### src/rtl/pixel_shifter_pkg.sv
// Shared types and constants for the pixel shifter.
// Widths, border index and the mode-flag priority helper.
package pixel_shifter_pkg;

  localparam int SR_WIDTH  = 8;
  localparam int PEN_WIDTH = 4;
  localparam int CNT_WIDTH = 4;
  localparam int IDX_WIDTH = 5;

  localparam logic [CNT_WIDTH-1:0] SHIFT_MAX = 4'd8;
  localparam logic [IDX_WIDTH-1:0] BORDER_IDX = 5'h10;

  typedef logic [SR_WIDTH-1:0]  sr_t;
  typedef logic [PEN_WIDTH-1:0] pen_t;
  typedef logic [CNT_WIDTH-1:0] cnt_t;
  typedef logic [IDX_WIDTH-1:0] idx_t;

  typedef enum logic [1:0] {
    MODE_1 = 2'd0,
    MODE_0 = 2'd1,
    MODE_2 = 2'd2
  } mode_e;

  // Mode 2 wins when both flags are set; neither set means mode 1.
  function automatic mode_e mode_sel(
    input logic m0,
    input logic m2
  );
    if (m2) return MODE_2;
    if (m0) return MODE_0;
    return MODE_1;
  endfunction

endpackage

### src/rtl/pixel_shifter_if.sv
// Control/data bundle between the video sequencer and the shifter.
// master drives VD/strobes/modes; slave returns index, pen and flags.
interface pixel_shifter_if;
  import pixel_shifter_pkg::*;

  sr_t  VD;
  logic LOAD;
  logic SHIFT;
  logic KEEP;
  logic COLOUR_KEEP;
  logic INK_SEL;
  logic BORDER_SEL;
  logic MODE_IS_0;
  logic MODE_IS_2;
  idx_t COLOUR_IDX;
  pen_t PEN;
  logic OVERSHIFT;
  logic SR_EMPTY;

  modport master (
    output VD,
    output LOAD,
    output SHIFT,
    output KEEP,
    output COLOUR_KEEP,
    output INK_SEL,
    output BORDER_SEL,
    output MODE_IS_0,
    output MODE_IS_2,
    input  COLOUR_IDX,
    input  PEN,
    input  OVERSHIFT,
    input  SR_EMPTY
  );

  modport slave (
    input  VD,
    input  LOAD,
    input  SHIFT,
    input  KEEP,
    input  COLOUR_KEEP,
    input  INK_SEL,
    input  BORDER_SEL,
    input  MODE_IS_0,
    input  MODE_IS_2,
    output COLOUR_IDX,
    output PEN,
    output OVERSHIFT,
    output SR_EMPTY
  );

endinterface

### src/rtl/pixel_shifter_pen_decode.sv
// Combinational pen decode from the shift register and mode flags.
// Ports: sr_i, mode0_i, mode2_i in; pen_o out.
module pixel_pen_decode
  import pixel_shifter_pkg::*;
(
  input  sr_t  sr_i,
  input  logic mode0_i,
  input  logic mode2_i,
  output pen_t pen_o
);

  mode_e mode;

  assign mode = mode_sel(mode0_i, mode2_i);

  // Higher-colour modes take their extra pen bits from
  // the interleaved positions of the video byte.
  always_comb begin
    pen_o = '0;
    unique case (mode)
      MODE_2: pen_o = {3'b000, sr_i[7]};
      MODE_1: pen_o = {2'b00, sr_i[3], sr_i[7]};
      MODE_0: pen_o = {sr_i[1], sr_i[5],
                       sr_i[3], sr_i[7]};
      default: pen_o = '0;
    endcase
  end

endmodule

### src/rtl/pixel_shifter.sv
// Video byte shift register, pen register and palette index output.
// Ports: CLK_n, RESET_n plain; everything else on the slave bus.
module pixel_shifter
  import pixel_shifter_pkg::*;
(
  input  logic           CLK_n,
  input  logic           RESET_n,
  pixel_shifter_if.slave bus
);

  sr_t  sr_q, sr_d;
  cnt_t cnt_q, cnt_d;
  pen_t pen_q, pen_d;
  pen_t pen_dec;
  idx_t idx_q, idx_d;
  logic empty;

  pixel_pen_decode u_dec (
    .sr_i    (sr_q),
    .mode0_i (bus.MODE_IS_0),
    .mode2_i (bus.MODE_IS_2),
    .pen_o   (pen_dec)
  );

  assign empty = (cnt_q == SHIFT_MAX);

  always_comb begin
    sr_d  = sr_q;
    cnt_d = cnt_q;
    if (bus.LOAD) begin
      sr_d  = bus.VD;
      cnt_d = '0;
    end else if (bus.SHIFT) begin
      sr_d = {sr_q[SR_WIDTH-2:0], 1'b0};
      if (cnt_q < SHIFT_MAX)
        cnt_d = cnt_q + 1'b1;
    end else if (bus.KEEP) begin
      sr_d  = sr_q;
      cnt_d = cnt_q;
    end
  end

  always_comb begin
    pen_d = bus.COLOUR_KEEP ? pen_q : pen_dec;
  end

  always_comb begin
    idx_d = idx_q;
    if (bus.BORDER_SEL)
      idx_d = BORDER_IDX;
    else if (bus.INK_SEL)
      idx_d = {1'b0, pen_q};
  end

  always_ff @(posedge CLK_n or negedge RESET_n) begin
    if (!RESET_n) begin
      sr_q  <= '0;
      cnt_q <= SHIFT_MAX;
      pen_q <= '0;
      idx_q <= BORDER_IDX;
    end else begin
      sr_q  <= sr_d;
      cnt_q <= cnt_d;
      pen_q <= pen_d;
      idx_q <= idx_d;
    end
  end

  assign bus.PEN        = pen_q;
  assign bus.COLOUR_IDX = idx_q;
  assign bus.SR_EMPTY   = empty;
  // Flags the cycle in which a shift is requested
  // with nothing left; forced low while in reset.
  assign bus.OVERSHIFT  = RESET_n & bus.SHIFT &
                          ~bus.LOAD & empty;

endmodule

### src/flat_wrapper.sv
// flat-port wrapper written by rule: the top's interface ports become plain ports
module pixel_shifter_flat import pixel_shifter_pkg::*;
  (CLK_n, RESET_n, bus_VD, bus_LOAD, bus_SHIFT, bus_KEEP, bus_COLOUR_KEEP, bus_INK_SEL, bus_BORDER_SEL, bus_MODE_IS_0, bus_MODE_IS_2, bus_COLOUR_IDX, bus_PEN, bus_OVERSHIFT, bus_SR_EMPTY);
  pixel_shifter_if bus_i ();
  input  logic CLK_n;
  input  logic RESET_n;
  input wire logic [$bits(bus_i.VD)-1:0] bus_VD;
  input wire logic [$bits(bus_i.LOAD)-1:0] bus_LOAD;
  input wire logic [$bits(bus_i.SHIFT)-1:0] bus_SHIFT;
  input wire logic [$bits(bus_i.KEEP)-1:0] bus_KEEP;
  input wire logic [$bits(bus_i.COLOUR_KEEP)-1:0] bus_COLOUR_KEEP;
  input wire logic [$bits(bus_i.INK_SEL)-1:0] bus_INK_SEL;
  input wire logic [$bits(bus_i.BORDER_SEL)-1:0] bus_BORDER_SEL;
  input wire logic [$bits(bus_i.MODE_IS_0)-1:0] bus_MODE_IS_0;
  input wire logic [$bits(bus_i.MODE_IS_2)-1:0] bus_MODE_IS_2;
  output wire logic [$bits(bus_i.COLOUR_IDX)-1:0] bus_COLOUR_IDX;
  output wire logic [$bits(bus_i.PEN)-1:0] bus_PEN;
  output wire logic [$bits(bus_i.OVERSHIFT)-1:0] bus_OVERSHIFT;
  output wire logic [$bits(bus_i.SR_EMPTY)-1:0] bus_SR_EMPTY;
  assign bus_i.VD = bus_VD;
  assign bus_i.LOAD = bus_LOAD;
  assign bus_i.SHIFT = bus_SHIFT;
  assign bus_i.KEEP = bus_KEEP;
  assign bus_i.COLOUR_KEEP = bus_COLOUR_KEEP;
  assign bus_i.INK_SEL = bus_INK_SEL;
  assign bus_i.BORDER_SEL = bus_BORDER_SEL;
  assign bus_i.MODE_IS_0 = bus_MODE_IS_0;
  assign bus_i.MODE_IS_2 = bus_MODE_IS_2;
  assign bus_COLOUR_IDX = bus_i.COLOUR_IDX;
  assign bus_PEN = bus_i.PEN;
  assign bus_OVERSHIFT = bus_i.OVERSHIFT;
  assign bus_SR_EMPTY = bus_i.SR_EMPTY;
  pixel_shifter u_core (.CLK_n(CLK_n), .RESET_n(RESET_n), .bus(bus_i));
endmodule
### config.mk
export PLATFORM = sky130hd
export DESIGN_NAME = pixel_shifter_flat
export DESIGN_NICKNAME = d
export VERILOG_FILES = /design/src/rtl/pixel_shifter_pkg.sv /design/src/rtl/pixel_shifter_if.sv /design/src/rtl/pixel_shifter_pen_decode.sv /design/src/rtl/pixel_shifter.sv /design/src/flat_wrapper.sv
export SDC_FILE = /design/constraint.sdc
export NUM_CORES = 1
export LEC_CHECK = 0
export CELL_PAD_IN_SITES_DETAIL_PLACEMENT = 2
export CELL_PAD_IN_SITES_GLOBAL_PLACEMENT = 2
export CORE_ASPECT_RATIO = 0.8
export CORE_MARGIN = 1.5
export CORE_UTILIZATION = 28
export DETAILED_ROUTE_END_ITERATION = 8
export PLACE_DENSITY_LB_ADDON = 0.1
export SYNTH_ARGS = -nofsm -noshare
export SYNTH_HDL_FRONTEND = slang
export SYNTH_SLANG_ARGS = --single-unit
### constraint.sdc
create_clock -name CLK_n -period 1.5 [get_ports CLK_n]
set_clock_uncertainty 0.1 [all_clocks]
set_input_delay 0.225 -clock CLK_n [delete_from_list [all_inputs] [get_ports CLK_n]]
set_output_delay 0.225 -clock CLK_n [all_outputs]
set_load 0.01 [all_outputs]
### Metal 3, run 1

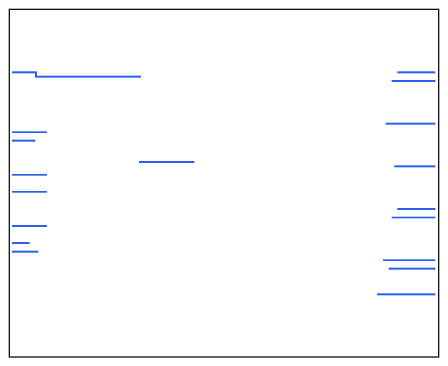
wire length on this layer	123 um
share of all routed wire	5.3%
longest straight run	16.6 um
main direction	horizontal
Post-Route WL: 2340 um
Vias: 759
met3 Use GR: 0.0425

### M2 wires, run 1

Cells faint in the background.
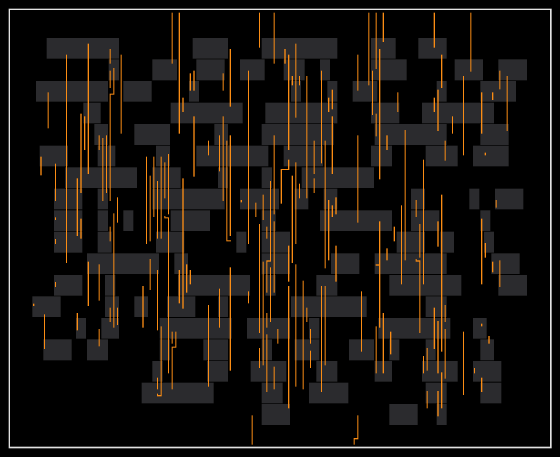
longest straight run	26.2 um
nets with wire on the layer	131
share of all routed wire	45%
wire length on this layer	1050 um
main direction	vertical
met2 Usage GRT: 0.231

### Routing congestion, run 1

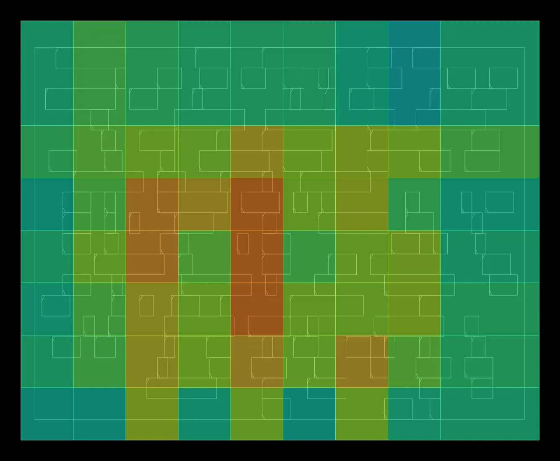
GRT busiest layer: met2
WL/cell: 14.3 um
GR Layer Usage met1: 0.187
fin util: 0.430

==> deck_impl_summary.md, run 1 <==
Run Summary

Critical path
  • Worst setup EP type: output pin
  • Worst Path Max Fanout: 2
  • Critical path launch point: u_core.cnt_q[0]$_DFFE_PN0P_
  • R2R Setup Slk: 0.27 ns
  • WS Path Type: flop to output pin
  • Kind of cell adding the most delay to the critical path: flip-flops
  • Max stage delay on crit path: 0.39 ns
  • Critical Path Start Type: flop
  • Critical path's slowest cell: dfrtp_1
  • CP bufs+invs: 2

Global routing
  • Overflow after GRT: 0

Cells and area
  • Nets: 144

Clocking
  • Clk latency late pin: 0.25 ns
  • Htree depth: 1
  • CTS root buf: clkbuf_8
  • CTS Buffer Depth: 2

Logic synthesis
  • Synth Instances: 88
  • Count leader, synth: dfrtp_1
  • Leading cell types by count after synthesis: dfrtp_1, nand2_1, mux2i_1
  • YS chip area: 952 um^2
  • Synthesized net count: 108

Place
  • Area of placed instances: 1310 um^2
  • Final HPWL DP: 1790 um
  • Post-Place Cells: 159

Final timing
  • Final worst slack: -0.0539 ns
  • Slew Limit Fails: 0
  • Max Fclk: 644 MHz
  • Count of final setup violators: 1
  • Post-layout min period: 1.55 ns

Min path
  • Worst min path class: primary input to asynchronous set/reset pin

Pwr
  • Sequential power share: 0.523
  • Clock Power Share: 0.301
  • Switching Fraction: 0.254

Route
  • # DRC: 0
  • Initial DRC Count: 5
  • Vias/cell: 4.66
  • Post-route ant nets: 0

Status
  • Status: finished with violations
  • Failing checks: setup timing

Floorplan
  • Initial Util: 0.302
[run 1: cell usage in the layout (no fill, tap or decap), types with 2 or more instances in the layout]
master,count
nand2b_1,2
o21ai_1,7
dlygate4sd2_1,4
clkbuf_8,3
inv_1,3
dfstp_2,2
clkdlybuf4s50_1,16
o21ai_0,4
nand2_1,14
nor2_1,9
buf_4,8
mux2i_1,12
dfrtp_1,19
dlymetal6s2s_1,5
buf_2,2
[run 1: layout make-up]
| type | count | area share |
|---|---|---|
| Timing Repair Buffer | 35 | 0.242 |
| Clock buffer | 3 | 0.0304 |
| Sequential cell | 21 | 0.389 |
| Inverter | 3 | 0.00830 |
| Clock inverter | 1 | 0.00369 |
| Multi-Input combinational cell | 60 | 0.290 |
| Tap cell | 40 | 0.0369 |
[run 1: sequential cells by signal, indices dropped and copies added, names as in the netlist]
name and cells:
u_core.sr_q 8, u_core.bus.COLOUR_IDX 5, u_core.cnt_q 4, u_core.bus.PEN 4
[run 1: power groups by stage]
stage	clock, uW	combinational [uW]	sequential, uW
final	368	215	639
after global routing	406	239	646
after CTS	378	223	641
after detailed placement	0	224	652
after global placement	0	215	648
after floorplan	0	86.9	653
[run 1: through the flow]
step / utilization / hold slack (ns)
after floorplan: - / -0.171
after global placement: 0.415 / 0.397
after detailed placement: 0.415 / 0.420
after CTS: 0.425 / 0.263
after global routing: 0.430 / 0.284
final: 0.430 / 0.252
[run 1: metal layers]
layer  global-route usage  part of all wire  vias to the layer above
met5                    0                 0                        -
met4               0.0300            0.0056                        0
met3               0.0425             0.053                        2
met2                0.231              0.45                       17
met1                0.187              0.49                      380
li1                     -                 -                      360
[run 1: repair_timing]
action,4_1_cts,5_1_grt
pin swaps,1,0
endpoints found under the setup margin,6,7
gates resized,13,6
cloned,0,0
### Met1 routing, run 1

Scale bar: 20 um. Supply wires on this layer in grey.
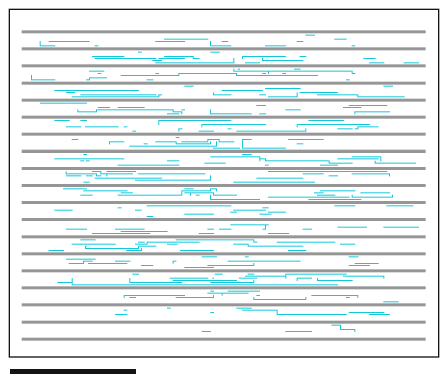

==> inputs of run 2 (changes only) <==
Settings changed: CORE_UTILIZATION 28 to 30.
Clock period 1.5 ns to 1.91 ns, I/O delays scaled along.
### Met1 routing, run 2

Scale bar: 20 um. Supply wires on this layer in grey.
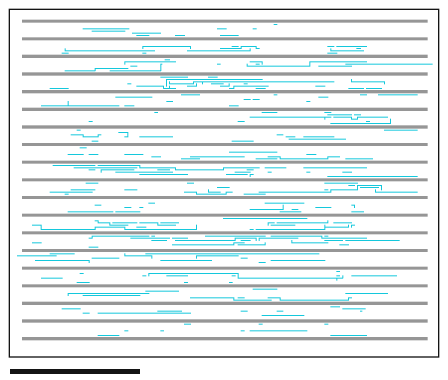
nets with wire on the layer	125
share of all routed wire	45%
longest straight run	26.7 um
main direction	horizontal
wire length on this layer	1040 um
Vias: 741
GR Layer Usage met1: 0.187
Post-Route WL: 2290 um

==> deck_impl_summary.md, run 2 <==
Run Summary

Critical path
  • Critical path's slowest cell: dfstp_2
  • Kind of cell adding the most delay to the critical path: flip-flops
  • CP bufs+invs: 1 (-1)
  • Worst Path Max Fanout: 4 (+2)
  • Max stage delay on crit path: 0.58 ns (+0.19 ns)
  • WS Path Type: flop to output pin
  • Critical Path Start Type: flop
  • Worst setup EP type: output pin

Route
  • # DRC: 0 (unchanged)
  • Post-route ant nets: 0 (unchanged)
  • Initial DRC Count: 20 (+15)
  • Vias/cell: 4.63 (-0.54%)

Cells and area
  • Nets: 141 (-2.1%)
  • Most frequent logic cells in the routed design: clkdlybuf4s50_1, dfrtp_1, nand2_1
  • Fin util: 0.434 (+0.00366)
  • Most numerous logic cell after layout: clkdlybuf4s50_1
  • Number of flip-flops in the largest register: 8 (unchanged)
  • Top reg by flops: u_core.sr_q

Final timing
  • Max Fclk: 559 MHz
  • Count of final setup violators: 0 (-1)
  • WHS: 0.338 ns (+0.0858 ns)
  • Final worst slack: 0.121 ns (+0.175 ns)
  • Post-layout min period: 1.79 ns
  • Setup TNS: 0 ns
  • Final hold vios: 0

Clocking
  • Quantity of gates resized following cts: 2 (-11)
  • Clk latency late pin: 0.26 ns (about the same)
  • CTS Buffer Depth: 2 (unchanged)

Pwr
  • Clock Power Share: 0.297 (-0.004)
  • Sequential power share: 0.526 (+0.003)
  • Switching Fraction: 0.244 (-0.0105)

Logic synthesis
  • YS chip area: 952 um^2 (unchanged)
  • Synthesized net count: 108 (unchanged)
  • Count leader, synth: dfrtp_1
  • Synth Instances: 88 (unchanged)

Floorplan
  • Initial Util: 0.311 (+0.00888)
  • Top-Level Pins: 29

Place
  • Final HPWL DP: 1800 um (+0.43%)

Min path
  • Worst min path class: primary input to asynchronous set/reset pin

Status
  • Status: complete, no violations
### M2 wires, run 2

Cells faint in the background.
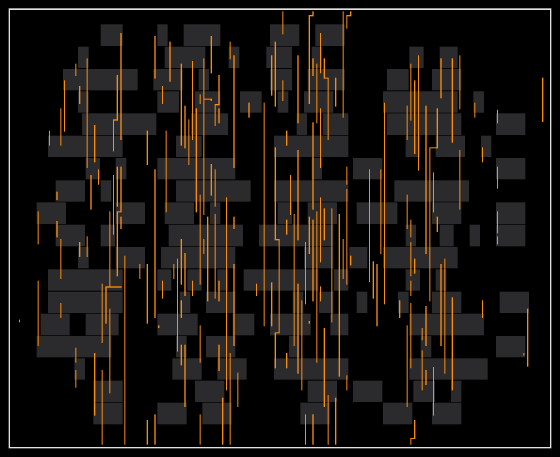
main direction	vertical
wire length on this layer	1130 um
longest straight run	27.2 um
met2 Usage GRT: 0.242

==> run 2: cell counts after synthesis <==
Identical to the previous run, type by type.
==> run 2: power groups by stage <==
stage	registers [uW]	logic (uW)	clock network [uW]
finish	502	170	284
detailed placement	512	173	0
CTS	503	174	297
floorplan	513	68.2	0
global placement	509	166	0
global route	507	190	314
==> run 2: cells by family after synthesis <==
logic type | share of synthesized area
simple gates | 0.150
xor+xnor | 0.0184
mux | 0.138
flops | 0.555
fa+ha+maj | 0.0263
compound gates | 0.0749
buf+inv | 0.0381
==> run 2: stage by stage <==
stage	cells	area, um^2	total power [uW]
after floorplan	88	952	581
after global placement	156	1280	675
after detailed placement	156	1280	685
after CTS	160	1330	974
after global routing	160	1330	1010
final	160	1330	956
==> run 2: worst max path at each step <==
stage          slack (ns)                        start             to
2_1_floorplan        0.57  u_core.cnt_q[0]$_DFFE_PN0P_  bus_OVERSHIFT
3_3_place_gp        -0.08                      RESET_n  bus_OVERSHIFT
3_5_place_dp        -0.07                      RESET_n  bus_OVERSHIFT
4_1_cts              0.08  u_core.cnt_q[3]$_DFFE_PN1P_  bus_OVERSHIFT
5_1_grt              0.01  u_core.cnt_q[1]$_DFFE_PN0P_  bus_OVERSHIFT
6_report             0.12  u_core.cnt_q[3]$_DFFE_PN1P_  bus_OVERSHIFT
==> run 2: area by class of cell <==
class | instances | share of cell area
Clock buffer | 4 | 0.0339
Inverter | 3 | 0.00847
Multi-Input combinational cell | 60 | 0.292
Sequential cell | 21 | 0.397
Tap cell | 40 | 0.0377
Timing Repair Buffer | 32 | 0.231
==> run 2: routing by layer <==
metal,vias to the layer above,GRT usage,part of all wire
met5,-,0,0
met4,0,0.0510,0.0070
met3,2,0.0511,0.045
met2,15,0.242,0.49
met1,370,0.187,0.45
li1,354,-,-
### Metal 3, run 2

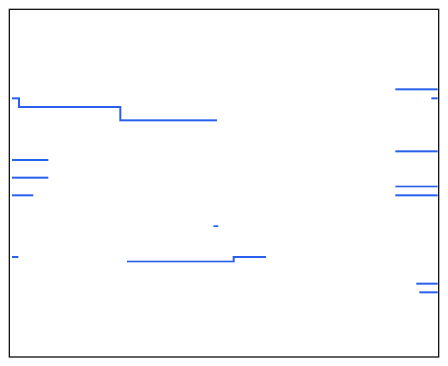

==> inputs of run 3 (changes only) <==
Settings changed: CORE_ASPECT_RATIO 0.8 to unset, GPL_ROUTABILITY_DRIVEN set to 0, SKIP_CTS_REPAIR_TIMING set to 1.
### Metal 3, run 3

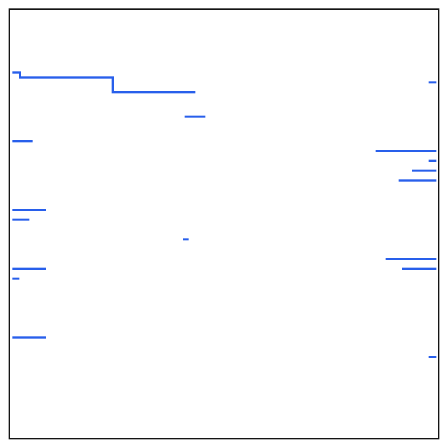
main direction	horizontal
longest straight run	12.9 um
nets with wire on the layer	16
wire length on this layer	78.4 um
Vias: 752
Post-Route WL: 2160 um
met3 Use GR: 0.0262

### Met1 routing, run 3

Scale bar: 20 um. Supply wires on this layer in grey.
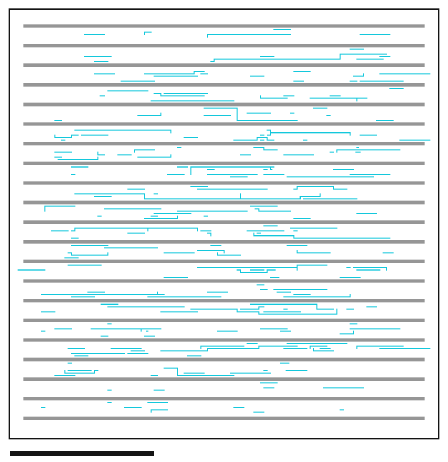
nets with wire on the layer	114
wire length on this layer	895 um
GR Layer Usage met1: 0.177

==> deck_impl_summary.md, run 3 <==
Run Summary

Critical path
  • Max stage delay on crit path: 0.55 ns (-0.03 ns)
  • Critical path's slowest cell: dfstp_2
  • CP bufs+invs: 1 (unchanged)
  • Kind of cell adding the most delay to the critical path: flip-flops
  • Critical Path Start Type: flop

Logic synthesis
  • Synthesized net count: 108 (unchanged)
  • YS chip area: 952 um^2 (unchanged)
  • Count leader, synth: dfrtp_1
  • Synth Instances: 88 (unchanged)

Cells and area
  • Final non-filler cell total: 165 (+3.1%)
  • Most numerous logic cell after layout: clkdlybuf4s50_1
  • Nets: 142 (+0.71%)
  • Top reg by flops: u_core.sr_q
  • Number of flip-flops in the largest register: 8 (unchanged)
  • Fin util: 0.439 (+0.00543)
  • Most frequent logic cells in the routed design: clkdlybuf4s50_1, dfrtp_1, nand2_1

Place
  • Post-Place Cells: 161 (+3.2%)

Route
  • Post-route ant nets: 0 (unchanged)
  • Initial DRC Count: 7 (-65%)
  • Top layer in use: met4
  • Routed met2 length: 1170 um (+3.0%)

Status
  • Status: complete, no violations

Min path
  • Worst min path class: primary input to asynchronous set/reset pin

Final timing
  • Setup TNS: 0 ns (unchanged)
  • WHS: 0.240 ns (-0.0986 ns)
  • Count of final setup violators: 0 (unchanged)
  • Final hold vios: 0 (unchanged)
  • Post-layout min period: 1.77 ns (-0.0156 ns)

Floorplan
  • Top-Level Pins: 29 (unchanged)

Pwr
  • Final total power: 892 uW (-6.6%)
[run 3: cell types whose count changed in the layout (fill, tap and decap cells not counted), sizes merged]
cell / previous run / this run
buf: 5 / 6
clkbuf: 4 / 3
clkdlybuf4s15: 1 / 0
clkinv: 0 / 1
dlygate4sd2: 1 / 0
dlymetal6s2s: 0 / 2
[run 3: kinds of logic (layout without fill, tap and decap cells)]
kind of cell    Yosys count  in the layout  synth area share
simple gates             30             30             0.150
mux                      13             13             0.138
xor+xnor                  2              2            0.0184
fa+ha+maj                 2              2            0.0263
flops                    21             21             0.555
compound gates           13             13            0.0749
buf+inv                   7             40            0.0381
[run 3: area by class of cell]
class | count | share of cell area
flip-flops and latches | 21 | 0.397
multi-input cells | 60 | 0.292
well taps | 44 | 0.0414
inverters | 3 | 0.00847
clock buffers | 3 | 0.0169
repair buffers | 33 | 0.241
clock inverters | 1 | 0.00376
[run 3: worst max path at each step]
| stage | startpoint | endpoint | slack [ns] | depth (start not counted) |
|---|---|---|---|---|
| after floorplan | u_core.cnt_q[0]$_DFFE_PN0P_ | bus_OVERSHIFT | 0.57 | 4 |
| after global placement | bus_LOAD | bus_OVERSHIFT | -0.09 | 3 |
| after detailed placement | bus_LOAD | bus_OVERSHIFT | -0.08 | 3 |
| after CTS | u_core.cnt_q[1]$_DFFE_PN0P_ | bus_OVERSHIFT | -0.28 | 5 |
| after global routing | u_core.cnt_q[1]$_DFFE_PN0P_ | bus_OVERSHIFT | 0.05 | 5 |
| final | u_core.bus.COLOUR_IDX[4]$_DFFE_PN1P_ | bus_COLOUR_IDX[4] | 0.14 | 1 |
[run 3: power breakdown]
| group | total [uW] | internal [uW] | switching [uW] |
|---|---|---|---|
| logic | 167 | 95.0 | 71.6 |
| clock network | 224 | 78.2 | 146 |
| registers | 502 | 479 | 22.9 |
No activity file was given, so power comes from the tool's default toggle rates.
